**PDN straps and rails**

Bar = 100 microns. Pins as bars on the die edge.
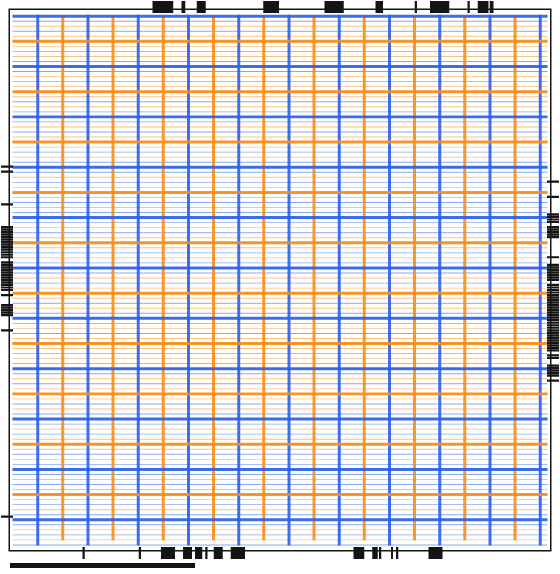
**Cell classes on the final placement**

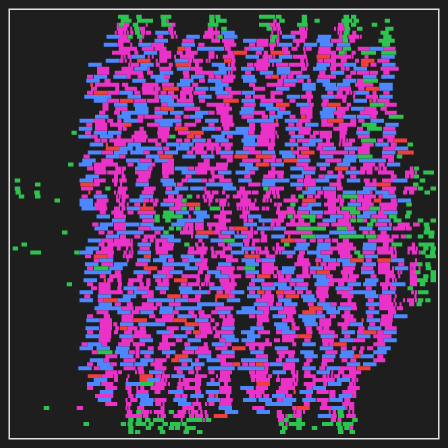
**Clock distribution**

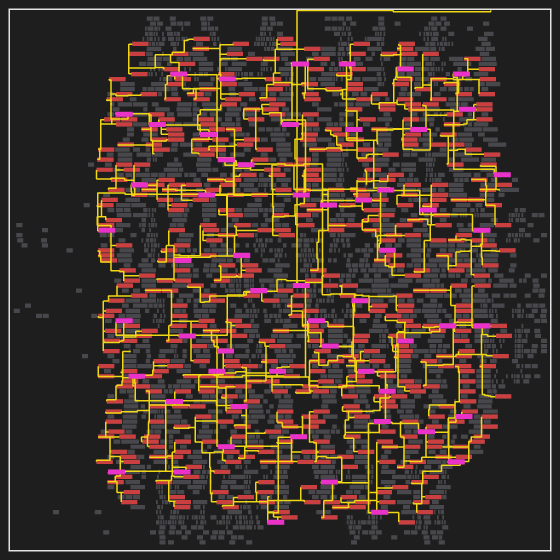
**Signal wires by layer**

Bar = 100 microns.
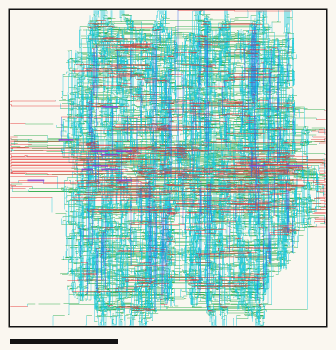
===== config.mk =====
export PLATFORM = sky130hd
export DESIGN_NAME = banked_register_file
export DESIGN_NICKNAME = d
export VERILOG_FILES = /design/src/rtl/banked_register_file.sv
export SDC_FILE = /design/constraint.sdc
export NUM_CORES = 1
export LEC_CHECK = 0
export ABC_CLOCK_PERIOD_IN_PS = 45200
export CORE_UTILIZATION = 40
export DETAILED_ROUTE_END_ITERATION = 6
export GPL_TIMING_DRIVEN = 0
export PLACE_DENSITY = 0.63
export REMOVE_ABC_BUFFERS = 1
export SLEW_MARGIN = 10
export SYNTH_ARGS = -nofsm -noshare
export SYNTH_HDL_FRONTEND = slang
export SYNTH_SLANG_ARGS = --single-unit

===== constraint.sdc =====
create_clock -name i_clk -period 45.2 [get_ports i_clk]
set_input_delay 9.04 -clock i_clk [delete_from_list [all_inputs] [get_ports i_clk]]
set_output_delay 9.04 -clock i_clk [all_outputs]
set_load 0.005 [all_outputs]

===== src/rtl/banked_register_file.sv =====
// Architectural register file: 3 combinational read ports, 1 byte-enabled write port
// on the falling clock edge, optional write bypass, PC-mapped top entry, pending scoreboard.
module banked_register_file #(
  parameter int               WIDTH       = 32,
  parameter int               DEPTH       = 16,
  localparam int              ADDR_W      = $clog2(DEPTH),
  parameter logic [WIDTH-1:0] RESET_VALUE = '0,
  parameter bit               BYPASS      = 1'b1,
  parameter bit               PC_MAP      = 1'b1
) (
  input  logic                i_clk,
  input  logic                i_rst,
  input  logic                i_we,
  input  logic [ADDR_W-1:0]   i_wa,
  input  logic [WIDTH-1:0]    i_wd,
  input  logic [WIDTH/8-1:0]  i_be,
  input  logic [ADDR_W-1:0]   i_ra1,
  input  logic [ADDR_W-1:0]   i_ra2,
  input  logic [ADDR_W-1:0]   i_ra3,
  output logic [WIDTH-1:0]    o_rd1,
  output logic [WIDTH-1:0]    o_rd2,
  output logic [WIDTH-1:0]    o_rd3,
  input  logic [WIDTH-1:0]    i_pc_in,
  input  logic                i_issue,
  input  logic [ADDR_W-1:0]   i_issue_addr,
  output logic                o_busy1,
  output logic                o_busy2,
  output logic                o_busy3,
  output logic [DEPTH-1:0]    o_pending
);

  localparam int NB = WIDTH / 8;
  localparam logic [ADDR_W-1:0] PC_ADDR = ADDR_W'(DEPTH - 1);

  logic [WIDTH-1:0] r_mem [DEPTH];
  logic [DEPTH-1:0] r_pending;
  logic             w_store_en;
  logic [DEPTH-1:0] w_pending_nxt;

  assign w_store_en = i_we && !(PC_MAP && (i_wa == PC_ADDR));

  // Clear from the retiring write first, then set from the new producer so it wins.
  always_comb begin
    w_pending_nxt = r_pending;
    if (i_we)    w_pending_nxt[i_wa]         = 1'b0;
    if (i_issue) w_pending_nxt[i_issue_addr] = 1'b1;
  end

  always_ff @(negedge i_clk or posedge i_rst) begin
    if (i_rst) begin
      for (int r = 0; r < DEPTH; r++) r_mem[r] <= RESET_VALUE;
      r_pending <= '0;
    end else begin
      if (w_store_en) begin
        for (int b = 0; b < NB; b++)
          if (i_be[b]) r_mem[i_wa][8*b +: 8] <= i_wd[8*b +: 8];
      end
      r_pending <= w_pending_nxt;
    end
  end

  function automatic logic [WIDTH-1:0] f_read(
    input logic [ADDR_W-1:0] ra,
    input logic [WIDTH-1:0]  stored,
    input logic              we,
    input logic [ADDR_W-1:0] wa,
    input logic [WIDTH-1:0]  wd,
    input logic [NB-1:0]     be,
    input logic [WIDTH-1:0]  pc
  );
    logic [WIDTH-1:0] v;
    v = stored;
    if (PC_MAP && (ra == PC_ADDR)) begin
      v = pc;
    end else if (BYPASS && we && (ra == wa)) begin
      for (int b = 0; b < NB; b++)
        if (be[b]) v[8*b +: 8] = wd[8*b +: 8];
    end
    return v;
  endfunction

  assign o_rd1 = f_read(i_ra1, r_mem[i_ra1], i_we, i_wa, i_wd, i_be, i_pc_in);
  assign o_rd2 = f_read(i_ra2, r_mem[i_ra2], i_we, i_wa, i_wd, i_be, i_pc_in);
  assign o_rd3 = f_read(i_ra3, r_mem[i_ra3], i_we, i_wa, i_wd, i_be, i_pc_in);

  // BUSY comes from the registered vector; the PC entry never stalls.
  assign o_busy1 = r_pending[i_ra1] && !(PC_MAP && (i_ra1 == PC_ADDR));
  assign o_busy2 = r_pending[i_ra2] && !(PC_MAP && (i_ra2 == PC_ADDR));
  assign o_busy3 = r_pending[i_ra3] && !(PC_MAP && (i_ra3 == PC_ADDR));

  assign o_pending = r_pending;

endmodule


==> summary.txt <==
run results: fillers=just over 7000, Slew @ Worst Pin=roughly 1.3 ns, crit end category=primary output, DR vias=~25000, Worst EP arrival=~25 ns, layout cells sized above 1=0.3911, status=finished clean, biggest area cells=dfrtn_1, mux4_2, mux2_2, a22oi_1, nand2_1, Tool Warnings=37, met1 wire length=around 44000 microns, Overall Global Routing Usage=0.2672, Lkg Pwr=approximately 16 nW, Pint=between 0.001 and 0.0015 W, Basic Gates by Area=0.06999, largest power group=registers, mux frac, synth=0.4287, Clock Skew=0 ns, Synth flops=approximately 530, I/O Pins=just over 200, NetSw=approximately 0.00046 W, Mapped Cells=between 2000 and 3000, hold buffer count at CTS=0, Largest register FFs=between 500 and 600, CTS tree=done, unrepaired setup endpoints after global routing=false, ao+oa area frac=0.06570, area post-placement=36680 sq um, Most flops, register=r_mem, Seq group=roughly 0.00066 W, Port Buf Inserts=about 210, RePlAce Congestion=roughly 0.9, power of the clock network=approximately 0.00049 W, worst reg2reg path depth=1, routing usage on met1=0.3436, hold path cells=0, Synth-to-Final Area Change=15.06%, min-delay src=r_mem[27], post-CTS sizing=0, # Cells Yosys=roughly 2600, Initial DRC Count=between 2000 and 3000, XOR/XNOR Fraction of Synth Area=0.003132, metal3 WL=12870 microns, cell accounting for the most synthesized area=dfrtn_1, wire length per cell=30.77 microns, Clock Sinks=about 530, Routed Antenna Nets=0, floorplan utilization=0.4067, number of enable flip-flop cells=0, die area=85050 sq um, top cells by count, synth=dfrtn_1, mux2_2, mux4_2, nand2_1, a22oi_1
## Picture notes: 'PDN straps and rails'
Key: orange = VDD; blue = VSS
The core has 105 rows. 21 straps on met4. 207 signal pins sit on the boundary. 21 straps on met5. 106 met1 rails follow the rows.
Die Y: 291.6 microns
die width: 291.6 microns

## Picture notes: 'cell classes on the final placement'
Key: green = other buffers and delay cells [cells 248, share of their area 8.0%]; blue = flops [cells 528, share of their area 35%]; magenta = combinational and other logic [cells 1755, share of their area 51%]; red = clock drivers and dummy loads [cells 100, share of their area 5.2%]

## Picture notes: 'clock distribution'
Key: red = flip-flops [count 528]; yellow = clock wires [length 7340 microns]; magenta = clock drivers [count 57]
There are 58 routed clock nets.

## Picture notes: 'signal wires by layer'
Key: cyan = metal 2 [wire length 52.1 mm]; green = metal 1 [wire length 43.8 mm]; purple = metal 5 [wire length 155 microns]; blue = metal 4 [wire length 5190 microns]; red = metal 3 [wire length 12900 microns]

-- metrics by stage --
stage | power [W] | utilization | hold slack, ns | setup WS (ns) | cells
2_1_floorplan | 0.0009028 | - | 0.3389 | -0.7874 | 2283
3_3_place_gp | 0.001080 | 0.4326 | 0.3496 | -6.471 | 3559
3_5_place_dp | 0.001083 | 0.4446 | 0.3608 | 10.45 | 3601
4_1_cts | 0.001571 | 0.4678 | 0.3607 | 10.83 | 3701
5_1_grt | 0.001635 | 0.4678 | 0.3770 | 10.75 | 3701
6_report | 0.001572 | 0.4680 | 0.3607 | 10.79 | 3706
-- critical path: stages (launching register included) --
cell	delay (ns)
dfrtn_1	0.48
mux4_2	0.53
mux4_2	0.54
and2_1	0.19
clkdlybuf4s50_1	0.44
-- area by class of cell --
class,count,area (sq um),area share
multi-input combinational,1747,19120,0.4951
sequential,528,13210,0.3422
timing repair buffer,248,2972,0.07696
clock buffer,89,1759,0.04556
tap,1070,1339,0.03467
clock inverter,11,161.4,0.004180
inverter,8,37.54,0.0009722
antenna,5,12.51,0.0003241
-- worst max-delay path by stage --
stage,startpoint,to,slack [ns],cells past startpoint
finish,o_pending[3],o_busy3,10.79,4
global route,o_pending[15],o_busy2,10.75,4
CTS,o_pending[3],o_busy3,10.83,4
detailed placement,i_we,r_mem[33],10.45,5
global placement,i_rst,r_mem[1],-6.47,2
floorplan,i_rst,o_pending[0],-0.79,1
-- cells in the final DEF, fill, tap and decap left out, types with 20 or more instances in the layout --
master,netlist,routed
clkbuf_16,0,59
mux2_1,50,50
nand2_2,39,39
dfrtn_1,528,528
buf_16,0,20
mux2_2,431,431
clkdlybuf4s50_1,0,200
nor2_1,109,106
a22oi_1,191,191
mux4_2,397,397
nand2_1,328,328
a31oi_1,95,95
No activity file was given, so power comes from the tool's default toggle rates.
